**src/rtl/fetch_redirect_ctrl.sv**
```systemverilog
// Fetch1 PC sequencer: selects between PC+8 and a redirect target (ex > id), boots from RESET_VECTOR.
// Latency: pc_we_o/pc_sel_o/target_o/flush_o are combinational same-cycle; slot0_kill_o is registered (one cycle later).
// Backpressure: stall_i holds the PC unless a redirect is taken; redirects always write the PC.
// Optional macro REDIRECT_STATS_EN adds per-source accepted-redirect counters.
module fetch_redirect_ctrl #(
    parameter logic [31:0] RESET_VECTOR = 32'h0000_0000,
    parameter int unsigned FLUSH_CYCLES = 2
) (
    input  logic        clock_i,
    input  logic        reset_i,
    input  logic        stall_i,
    input  logic        ex_redirect_i,
    input  logic [31:0] ex_target_i,
    input  logic        id_redirect_i,
    input  logic [31:0] id_target_i,
    output logic        pc_we_o,
    output logic        pc_sel_o,
    output logic [31:0] target_o,
    output logic        flush_o,
`ifdef REDIRECT_STATS_EN
    output logic [31:0] ex_redir_cnt_o,
    output logic [31:0] id_redir_cnt_o,
`endif
    output logic        slot0_kill_o
);

    typedef enum logic [1:0] {
        ST_BOOT  = 2'd0,
        ST_RUN   = 2'd1,
        ST_FLUSH = 2'd2
    } state_t;

    // Count loaded on a redirect; the decode shadow lasts while it is non-zero.
    localparam logic [3:0] CNT_RELOAD = 4'(FLUSH_CYCLES - 1);

    state_t      state_q;
    logic [3:0]  cnt_q;
    logic        kill_q;

    logic        boot_take;
    logic        ex_take;
    logic        id_take;
    logic        redir_take;
    logic        seq_adv;
    logic [31:0] redir_tgt;
    logic [31:0] target_d;

    // Low target bits never reach the PC (8-byte fetch groups; bit 2 only feeds slot kill).
    logic unused_tgt_lsbs;
    assign unused_tgt_lsbs = ^{ex_target_i[1:0], id_target_i[1:0]};

    // Redirect arbitration: BOOT forces the reset vector, execute beats decode, decode is masked in FLUSH.
    always_comb begin
        boot_take = 1'b0;
        ex_take   = 1'b0;
        id_take   = 1'b0;
        redir_tgt = 32'h0000_0000;
        unique case (state_q)
            ST_BOOT: begin
                boot_take = 1'b1;
                redir_tgt = RESET_VECTOR;
            end
            ST_RUN: begin
                if (ex_redirect_i) begin
                    ex_take   = 1'b1;
                    redir_tgt = ex_target_i;
                end else if (id_redirect_i) begin
                    id_take   = 1'b1;
                    redir_tgt = id_target_i;
                end
            end
            ST_FLUSH: begin
                if (ex_redirect_i) begin
                    ex_take   = 1'b1;
                    redir_tgt = ex_target_i;
                end
            end
            default: begin
                boot_take = 1'b0;
            end
        endcase
        redir_take = boot_take | ex_take | id_take;
        seq_adv    = ~redir_take & ~stall_i;
        target_d   = {redir_tgt[31:3], 3'b000};
    end

    // Fetch1 controls; everything is held low while reset is asserted.
    always_comb begin
        pc_we_o      = 1'b0;
        pc_sel_o     = 1'b0;
        target_o     = 32'h0000_0000;
        flush_o      = 1'b0;
        slot0_kill_o = 1'b0;
        if (!reset_i) begin
            pc_we_o      = redir_take | ~stall_i;
            pc_sel_o     = redir_take;
            target_o     = redir_take ? target_d : 32'h0000_0000;
            flush_o      = redir_take;
            slot0_kill_o = kill_q;
        end
    end

    // Controller FSM: boot redirect, run, and post-redirect decode shadow; also tracks slot-0 kill.
    always_ff @(posedge clock_i) begin
        if (reset_i) begin
            state_q <= ST_BOOT;
            cnt_q   <= 4'd0;
            kill_q  <= 1'b0;
        end else begin
            unique case (state_q)
                ST_BOOT: begin
                    state_q <= ST_RUN;
                    cnt_q   <= 4'd0;
                    kill_q  <= RESET_VECTOR[2];
                end
                ST_RUN, ST_FLUSH: begin
                    if (ex_take || id_take) begin
                        cnt_q   <= CNT_RELOAD;
                        state_q <= (CNT_RELOAD != 4'd0) ? ST_FLUSH : ST_RUN;
                        kill_q  <= redir_tgt[2];
                    end else begin
                        // A sequential PC write moves past the partially valid group.
                        if (seq_adv) begin
                            kill_q <= 1'b0;
                        end
                        if (state_q == ST_FLUSH) begin
                            if (cnt_q <= 4'd1) begin
                                cnt_q   <= 4'd0;
                                state_q <= ST_RUN;
                            end else begin
                                cnt_q <= cnt_q - 4'd1;
                            end
                        end
                    end
                end
                default: begin
                    state_q <= ST_BOOT;
                    cnt_q   <= 4'd0;
                    kill_q  <= 1'b0;
                end
            endcase
        end
    end

`ifdef REDIRECT_STATS_EN
    logic [31:0] ex_cnt_q;
    logic [31:0] id_cnt_q;

    // Accepted-redirect counters per source; the boot redirect is not counted, counters wrap.
    always_ff @(posedge clock_i) begin
        if (reset_i) begin
            ex_cnt_q <= 32'd0;
            id_cnt_q <= 32'd0;
        end else begin
            if (ex_take) begin
                ex_cnt_q <= ex_cnt_q + 32'd1;
            end
            if (id_take) begin
                id_cnt_q <= id_cnt_q + 32'd1;
            end
        end
    end

    assign ex_redir_cnt_o = ex_cnt_q;
    assign id_redir_cnt_o = id_cnt_q;
`endif

endmodule

```
**config.mk**
```make
export PLATFORM = sky130hd
export DESIGN_NAME = fetch_redirect_ctrl
export DESIGN_NICKNAME = d
export VERILOG_FILES = /design/src/rtl/fetch_redirect_ctrl.sv
export SDC_FILE = /design/constraint.sdc
export NUM_CORES = 1
export LEC_CHECK = 0
export CAP_MARGIN = 20
export CORE_ASPECT_RATIO = 2
export CORE_MARGIN = 2
export CORE_UTILIZATION = 28
export CTS_CLUSTER_DIAMETER = 200
export CTS_CLUSTER_SIZE = 30
export DETAILED_ROUTE_END_ITERATION = 6
export PLACE_DENSITY = 0.87
export SYNTH_ARGS = -nofsm -noshare
export SYNTH_HDL_FRONTEND = slang
export SYNTH_SLANG_ARGS = --single-unit
```
**constraint.sdc**
```tcl
create_clock -name clock_i -period 1.95 [get_ports clock_i]
set_input_delay 0.39 -clock clock_i [delete_from_list [all_inputs] [get_ports clock_i]]
set_output_delay 0.39 -clock clock_i [all_outputs]
set_load 0.05 [all_outputs]
```
==> images/clk_routes.png <==
The bar under the picture is 10 um long.
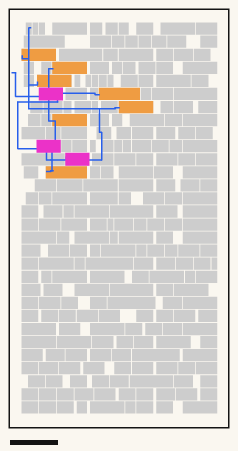
[clock drivers] magenta | count: 3
[flip-flops] orange | count: 7
[clock wires] blue | length: 136 um
routed clock nets: 4
insertion delay to the later sink of the worst-skew pair: 230 ps
Clock Skews: 7.08 ps

==> flow_summary.yaml <==
# yosys + openroad results
cts:
  cts_tree: "done"
  cts_htree_levels: 1
  cts_hold_buffers: 0
  clockRootBuffer: "clkbuf_8"
  numCtsBuffers: 3
  cts_num_sinks: 7
  cts_setup_buffers: 5
setup_path:
  regToRegStartpoint: "cnt_q[0]"
  worstSetupPathType: "register to output pin"
  critical_path.max_stage_delay_ps: 360
  endpoint: "target_o[22]"
  worst_r2r_path_depth: 5
  r2r_end: "cnt_q[3]"
  startpoint: "state_q[1]"
  critPathMaxFanout: 8
  path_buffers: 4
  endpoint_kind: "output pin"
  path_common_cell: "buf_12"
  critPathSlowestCell: "dfxtp_4"
final_timing:
  setup_violations: 32
  setup_ws_ps: -278
  hold_ws_ps: 570
synthesis:
  synthMuxAreaShare_pct: 0
  xor_share_pct: 0.911
  synth_cell_types: 38
  yosys-stat-area_sq_um: 961
  synth_cells: 134
  yosys.area_share.aoi_pct: 36.2
  synthAdderAreaFrac_pct: 7.81
  synth_flops: 7
  topCellsByArea: "a22oi_1, dfxtp_1, nor2_1"
  topCombFamilyByArea: "AND-OR/OR-AND gates"
  top_area_cell: "a22oi_1"
  synthFlopType: "dfxtp_1"
  synth_area_sq_um: 961
  synth-seq-area-share_pct: 14.6
  async_reset_ff_share_pct: 0
routing:
  dr.pass1.iters: 5
  ant_nets: 0
  highest_layer: "met4"
  drtIter0Drc: 79
  drt-met1-wl_um: 2500
outcome:
  run_status: "complete, but fails checks"
  violations: "negative setup slack"
power_and_ir_drop:
  pwr-share-comb_pct: 81.3
  power.net_switching_w: 0.00104
  leakagePower_nw: 1.04
  internal_power_w: 0.00118
  maxPowerGroup: "combinational cells"
cells_and_area:
  lay_top_count: "clkdlybuf4s50_1"
  final_layout_top_logic_cells: "clkdlybuf4s50_1, buf_12, a22oi_2"
  fin_nets: 326
  seq_cells: 7
  comb_share_pct: 36.6
  nNonClkInverters: 5
  finalInstanceArea_sq_um: 3090
  clk_share_pct: 1.46
  nMultiInputCombCells: 109
  final-nonclk-buf-share_pct: 55.1
  regMostFlops: "cnt_q"
  nFillCells: 102
  area_dominant_class: "non-clock buffers"
  largest_reg_flops: 4
  clkbuf_count: 4
global_route:
  top_usage_layer: "met2"
  grt_pass1_vias: 1718
  use_met2_pct: 61.5
  grt_pass1_wl_um: 9670
flow_run:
  log.warning_count: 37
min_path:
  min_path_cells: 2
  hold_end: "cnt_q[1]"
floorplan:
  floorplan.rows: 30
  floorplan.die.width_um: 45.4
  dieHeight_um: 86.8
  tap_cells: 32
  initCoreUtil_pct: 28.8
  ioPinCount: 105
placed_design:
  dp_slack_ps: -477
  gp_congestion: 0.800
  place_area_sq_um: 2500
  dp_cells: 266
==> images/flops_by_reg.png <==
The bar under the picture is 10 um long. Other sequential cells in the stronger grey, the rest of the logic in the fainter grey.
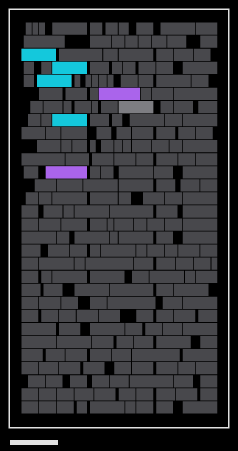
[state_q] purple | sequential cells: 2
[cnt_q] cyan | sequential cells: 4 | where: top left
post-layout util: 92.5%
Seq. pwr: 0.000194 W
register area: 148 sq um
flop share of the area: 4.78%

Power figures rest on the tool's default switching activity, not on a simulated workload.
